==> src/rtl/contador_multicanal.sv <==
// Per-channel FIFO word counter with wrap/saturate overflow, sticky overflow flags,
// optional clear-on-read and a valid/ack read port that only accepts requests while idle.
//
// state  | meaning
// S_WAIT | no response pending; accepts req when idle is high
// S_RESP | response held on the outputs until ack
module contador_multicanal #(
    parameter int NUM_CH        = 4,
    parameter int CNT_W         = 5,
    parameter int IDX_W         = 2,
    parameter int SATURATE      = 0,
    parameter int CLEAR_ON_READ = 0
) (
    input  logic              clk,
    input  logic              reset,
    input  logic [NUM_CH-1:0] valid_in,
    input  logic              idle,
    input  logic              req,
    input  logic [IDX_W-1:0]  idx,
    input  logic              ack,
    output logic              valid_contador,
    output logic [CNT_W-1:0]  contador_out,
    output logic              ovf_out,
    output logic              err_idx,
    output logic              busy
);

    typedef enum logic {S_WAIT, S_RESP} state_t;

    localparam logic [CNT_W-1:0] CNT_MAX  = '1;
    localparam logic [IDX_W:0]   NUM_CH_W = (IDX_W+1)'(NUM_CH);

    state_t            state;
    logic [CNT_W-1:0]  cnt [NUM_CH];
    logic [NUM_CH-1:0] ovf;
    logic [NUM_CH-1:0] clr_sel;
    logic [CNT_W-1:0]  sel_cnt;
    logic              sel_ovf;
    logic              accept;
    logic              idx_ok;

    assign accept = (state == S_WAIT) && req && idle;
    assign idx_ok = ({1'b0, idx} < NUM_CH_W);

    // Out-of-range indices match no channel, so they read as zero and clear nothing.
    always_comb begin
        sel_cnt = '0;
        sel_ovf = 1'b0;
        clr_sel = '0;
        for (int i = 0; i < NUM_CH; i++) begin
            if (idx == IDX_W'(i)) begin
                sel_cnt    = cnt[i];
                sel_ovf    = ovf[i];
                clr_sel[i] = (CLEAR_ON_READ != 0) && accept;
            end
        end
    end

    always_ff @(posedge clk or negedge reset) begin
        if (!reset) begin
            for (int i = 0; i < NUM_CH; i++) begin
                cnt[i] <= '0;
            end
            ovf <= '0;
        end else begin
            for (int i = 0; i < NUM_CH; i++) begin
                if (clr_sel[i]) begin
                    // a word arriving on the clearing edge belongs to the new epoch
                    cnt[i] <= valid_in[i] ? CNT_W'(1) : '0;
                    ovf[i] <= 1'b0;
                end else if (valid_in[i]) begin
                    if (cnt[i] == CNT_MAX) begin
                        ovf[i] <= 1'b1;
                        if (SATURATE == 0) begin
                            cnt[i] <= '0;
                        end
                    end else begin
                        cnt[i] <= cnt[i] + CNT_W'(1);
                    end
                end
            end
        end
    end

    always_ff @(posedge clk or negedge reset) begin
        if (!reset) begin
            state          <= S_WAIT;
            valid_contador <= 1'b0;
            contador_out   <= '0;
            ovf_out        <= 1'b0;
            err_idx        <= 1'b0;
            busy           <= 1'b0;
        end else begin
            case (state)
                S_WAIT: begin
                    if (accept) begin
                        state          <= S_RESP;
                        valid_contador <= 1'b1;
                        busy           <= 1'b1;
                        contador_out   <= sel_cnt;
                        ovf_out        <= sel_ovf;
                        err_idx        <= !idx_ok;
                    end
                end
                S_RESP: begin
                    if (ack) begin
                        state          <= S_WAIT;
                        valid_contador <= 1'b0;
                        busy           <= 1'b0;
                    end
                end
                default: state <= S_WAIT;
            endcase
        end
    end

endmodule

==> config.mk <==
export PLATFORM = sky130hd
export DESIGN_NAME = contador_multicanal
export DESIGN_NICKNAME = d
export VERILOG_FILES = /design/src/rtl/contador_multicanal.sv
export SDC_FILE = /design/constraint.sdc
export NUM_CORES = 1
export LEC_CHECK = 0
export ABC_CLOCK_PERIOD_IN_PS = 2400
export CELL_PAD_IN_SITES_DETAIL_PLACEMENT = 0
export CELL_PAD_IN_SITES_GLOBAL_PLACEMENT = 1
export CORE_ASPECT_RATIO = 2
export CORE_UTILIZATION = 40
export DETAILED_ROUTE_END_ITERATION = 6
export DONT_BUFFER_PORTS = 1
export PLACE_DENSITY = 0.72
export SLEW_MARGIN = 20
export SYNTH_ARGS = -nofsm -noshare
export SYNTH_HDL_FRONTEND = slang
export SYNTH_SLANG_ARGS = --single-unit
export TNS_END_PERCENT = 20
==> constraint.sdc <==
create_clock -name clk -period 2.4 [get_ports clk]
set_clock_uncertainty 0.1 [all_clocks]
set_input_delay 0.6 -clock clk [delete_from_list [all_inputs] [get_ports clk]]
set_output_delay 0.6 -clock clk [all_outputs]
set_load 0.01 [all_outputs]
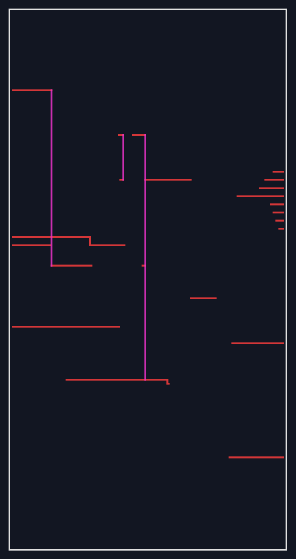
(run_1/wires.png)
(6 px per um) Two of the layers only.
layer	color	wire length
metal 3	red	129 um
metal 4	magenta	77.5 um
routed via count: 940
routed wire length: 2.900 mm

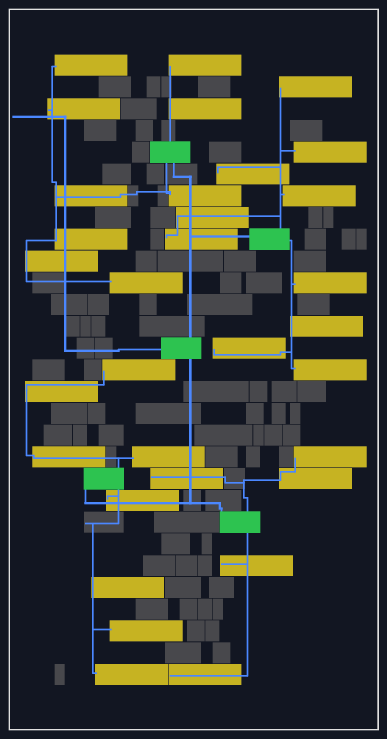
(run_1/clk_routes.png)
(8 px per um)
[clock drivers] green | count: 5
[flip-flops] yellow | count: 32
[clock wires] blue | length: 410 um
flops lie	spread over the die
routed clock nets	6
insertion delay at the late pin of the worst-skew pair: 0.28 ns
clock network fraction of total power: 0.223
clock network power: 0.000425 W

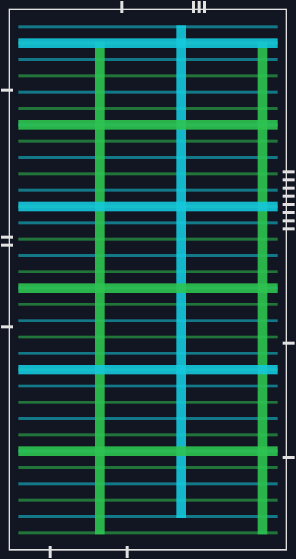
(run_1/power_grid.png)
(6 px per um) Pins as bars on the die edge.
net	color
VDD	cyan
VSS	green
met4 straps	3
signal pins	20
met5 straps	6
met1 rails	32
CORE AREA: 0.003646 mm2
Die Ht: 89.86 um
largest voltage drop on the vdd net: 0.0005989 V
Die X: 45.93 um

==> results.txt, run 1 <==
Implementation results.

The cell that appears most often on the critical path is sky130_fd_sc_hd__ha_1. The final cycle utilization of the critical path is 0.6997. The number of nets in the layout is 141. Per the final timing report, the hold violations number 0. The tally of OpenROAD warnings is 26. The report puts the cell count of the worst reg-to-reg path at 6.

In the log, the iteration count for the first detailed-route pass is 4. The number of setup violations in the final report is 0. Yosys stat counts 117 cells in the synthesized netlist. In the final timing run, aggregate negative setup slack is 0 ns.

The synthesized design spends more area on one cell type than any other, namely sky130_fd_sc_hd__dfrtp_1. In this run, synthesis produced a sequential element count of 32. No sink is reached through more buffers than the 2 on the longest clock path. In the synthesized netlist, the cells that appear most often are sky130_fd_sc_hd__dfrtp_1, sky130_fd_sc_hd__mux2_2, sky130_fd_sc_hd__o21ai_0.

Each instance of the synthesized netlist takes up on average 13.20 um2. The main flop type is sky130_fd_sc_hd__dfrtp_1. TritonCTS built the clock tree. The startpoint of the most critical register-to-register path is cnt[15]. The layout summary lists the proportion of cells stronger than drive strength 1 as 0.2276. Yosys printed 0 warnings. The final layout report lists a filler cell count of 353.

The synthesized cell area is 0.001544 mm2. The yosys stat chip area is 0.001544 mm2. The run finished with clean final reports.

The clock tree root buffer cell is sky130_fd_sc_hd__clkbuf_8. The global routing report lists combined usage of all routing layers as 0.1670. The leading cell type by number of instances after synthesis is sky130_fd_sc_hd__dfrtp_1. STA classifies the critical path startpoint as a flip-flop. Total power normalized to cell area comes to 1126 mW/mm2. In the post-synthesis netlist, the biggest area contributors are sky130_fd_sc_hd__dfrtp_1, sky130_fd_sc_hd__mux2_2, sky130_fd_sc_hd__mux4_2, sky130_fd_sc_hd__ha_1, sky130_fd_sc_hd__o21ai_0.

Across all setup checks in the final design, the least slack found is 0.7207 ns. The count of buffers added on input and output ports is 0. In this run the remaining antenna-violating nets after routing total 0. The number of DRC violations after detailed-routing iteration 0 is 13.

For reference, the critical path is launched at cnt[15]. The sequential cell area fraction in the yosys report is 0.5186. The global-route wire length before repair is 4.774 mm. The fraction of registers with async set/reset is 1.000. The vias per cell is 5.465. For the finished layout, the period the worst path requires is 1.679 ns. The number of antenna violations at the first check in global routing is 0. Counting pins that exceed their max-slew limit in the final report gives 0.
## run 1: layer usage
metal / wire length [um] / GRT usage / up-vias
met3: 128 / 0.04418 / 8
met1: 998 / 0.1582 / 472
met2: 1695 / 0.2969 / 24
li1: - / - / 436
met5: 0 / 0 / -
met4: 77 / 0.08824 / 0
## run 1: worst max path at each step
| stage | endpoint | slack [ns] | cells after the start |
|---|---|---|---|
| floorplan | contador_out[0] | 0.73 | 3 |
| global placement | cnt[3] | 0.78 | 6 |
| detailed placement | cnt[18] | 0.75 | 6 |
| CTS | cnt[18] | 0.73 | 6 |
| global route | cnt[18] | 0.59 | 6 |
| finish | cnt[18] | 0.72 | 6 |
## run 1: kinds of logic (layout without fill, tap and decap cells)
logic type               Yosys count  count (layout)  share of synthesized area
buffers and inverters              5              11                    0.02188
AND/OR/NAND/NOR                   25              25                    0.08751
multiplexers                      24              24                     0.2156
adder cells (fa/ha/maj)            8               8                    0.06483
AND-OR/OR-AND                     22              22                    0.08914
flip-flops                        32              32                     0.5186
other                              1               1                   0.002429
## run 1: state kept, by name (all words and copies together) (netlist names)
signal / count
busy: 1
cnt: 20
contador_out: 5
ovf: 4
ovf_out: 1
state: 1
## run 1: area by class of cell
cell class	count	area share
clock buffer	7	0.05100
inverter	2	0.004435
multi-input combinational	80	0.4191
tap	49	0.03622
timing repair buffer	1	0.01183
sequential	32	0.4730
clock inverter	1	0.004435
## run 1: through the flow
stage	instance area [um2]	power (W)	cells
floorplan	1544	0.001336	117
global placement	1579	0.001451	163
detailed placement	1579	0.001492	163
CTS	1693	0.001939	172
global route	1693	0.002056	172
finish	1693	0.001907	172
## run 1: report_power, final
part	switching (W)	internal, W
logic	0.000166	0.000305
clock network	0.000192	0.000233
registers	0.000243	0.000769
## Run 2: what changed since run 1
- ABC_CLOCK_PERIOD_IN_PS: 2400 -> 1350
- PLACE_DENSITY: 0.72 -> 0.74
- clock period: 2.4 -> 1.35 ns (I/O delays scaled with it)
==> results.txt, run 2 <==
Implementation results.

The run finished, with violations left. The final reports fail on negative setup slack. The count of nets left with antenna violations once routing finished came out at 0. The number of hold violations in the final report is 0.

The number of setup violations in the final report is 20. Counting I/O delays and the setup requirement, the final critical path takes 1.490 ns. The leading cell type by number of instances after synthesis is sky130_fd_sc_hd__dfrtp_1. Across all stage logs, warnings added up to 29.

The flip-flop count of the largest register after layout is 20. The cell total in the yosys stat output is 117. The total power of the final layout is 0.004278 W. The cell-mix breakdown from Yosys lists the XOR/XNOR area share as 0. cnt holds more flip-flops than any other register.

The power report attributes to the sequential group a share of 0.412. The final critical-path setup slack is -0.1396 ns. The via count of the routed design is 1,076.

The largest registers in the layout are cnt: 20 flops, contador_out: 5 flops, ovf: 4 flops. For this run, the register share of the synthesized area comes to 0.5186. The number of antenna violations at the first check in global routing came to 0.

Logic depth along the worst register-to-register path is recorded as 3.
[run 2: critical path, stage by stage, from the launching register on]
cell and delay, ns:
sky130_fd_sc_hd__dfrtp_1 0.40, sky130_fd_sc_hd__buf_6 0.13, sky130_fd_sc_hd__mux4_2 0.46, sky130_fd_sc_hd__mux2_4 0.28
[run 2: final cells by class]
type | count | area, um2
multi-input combinational | 80 | 858.3
inverter | 2 | 7.507
sequential | 32 | 800.8
fill | 318 | 1525
timing repair buffer | 33 | 285.3
clock inverter | 2 | 35.03
clock buffer | 6 | 72.57
tap | 49 | 61.31
[run 2: how the worst max path moves through the flow]
stage | endpoint | slack (ns)
5_1_grt | contador_out[0] | -0.16
6_report | contador_out[1] | -0.14
2_1_floorplan | cnt[19] | -0.08
3_5_place_dp | cnt[8] | -0.20
4_1_cts | contador_out[0] | -0.13
3_3_place_gp | cnt[8] | -0.17
[run 2: cell families (layout without fill, tap and decap cells)]
group / count (synthesis) / in the layout
other: 1 / 1
buffers and inverters: 5 / 43
flip-flops: 32 / 32
multiplexers: 24 / 24
adder cells (fa/ha/maj): 8 / 8
AND-OR/OR-AND: 22 / 22
AND/OR/NAND/NOR: 25 / 25
[run 2: power by group through the flow]
stage	combinational [W]	sequential [W]	clock (W)
floorplan	0.000728	0.00166	0
global placement	0.00112	0.00177	0
detailed placement	0.00118	0.00178	0
CTS	0.00154	0.00175	0.000922
global route	0.00178	0.00182	0.000970
finish	0.00161	0.00176	0.000901
[run 2: timing repair]
item,4_1_cts,5_1_grt
pin swaps,9,8
setup endpoints to repair,25,24
gates resized,34,7
setup buffers,11,1
endpoints found under the hold margin,32,0
hold buffers,2,0
[run 2: metal layers]
layer	vias up	part of all wire
met5	-	0
met4	0	0.030
met3	7	0.040
met2	25	0.60
met1	539	0.32
li1	505	-
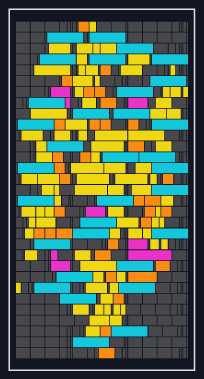
(run_2/placement_by_type.png)
(4 px per um) Fill, decap, tap and diode cells in gray.
class	color	cells
combinational and other logic	yellow	82
clock drivers and dummy loads	magenta	8
remaining buffers and delay cells	orange	33
sequential cells	cyan	32
Finished Core Util: 0.5817
flip-flop and latch share of the layout cell area: 0.3776

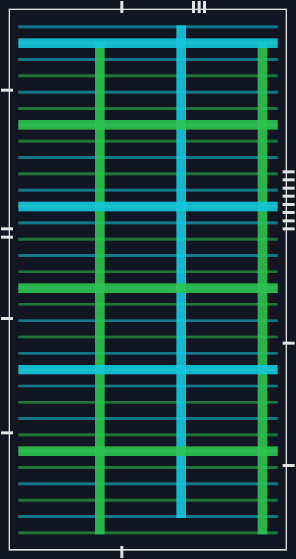
(run_2/power_grid.png)
(6 px per um) Pins as bars on the die edge.
net	color
VDD	cyan
VSS	green
signal pins	20
met4 straps	3
largest voltage drop on the vdd net: 0.0009304 V

No activity file was given, so power comes from the tool's default toggle rates.
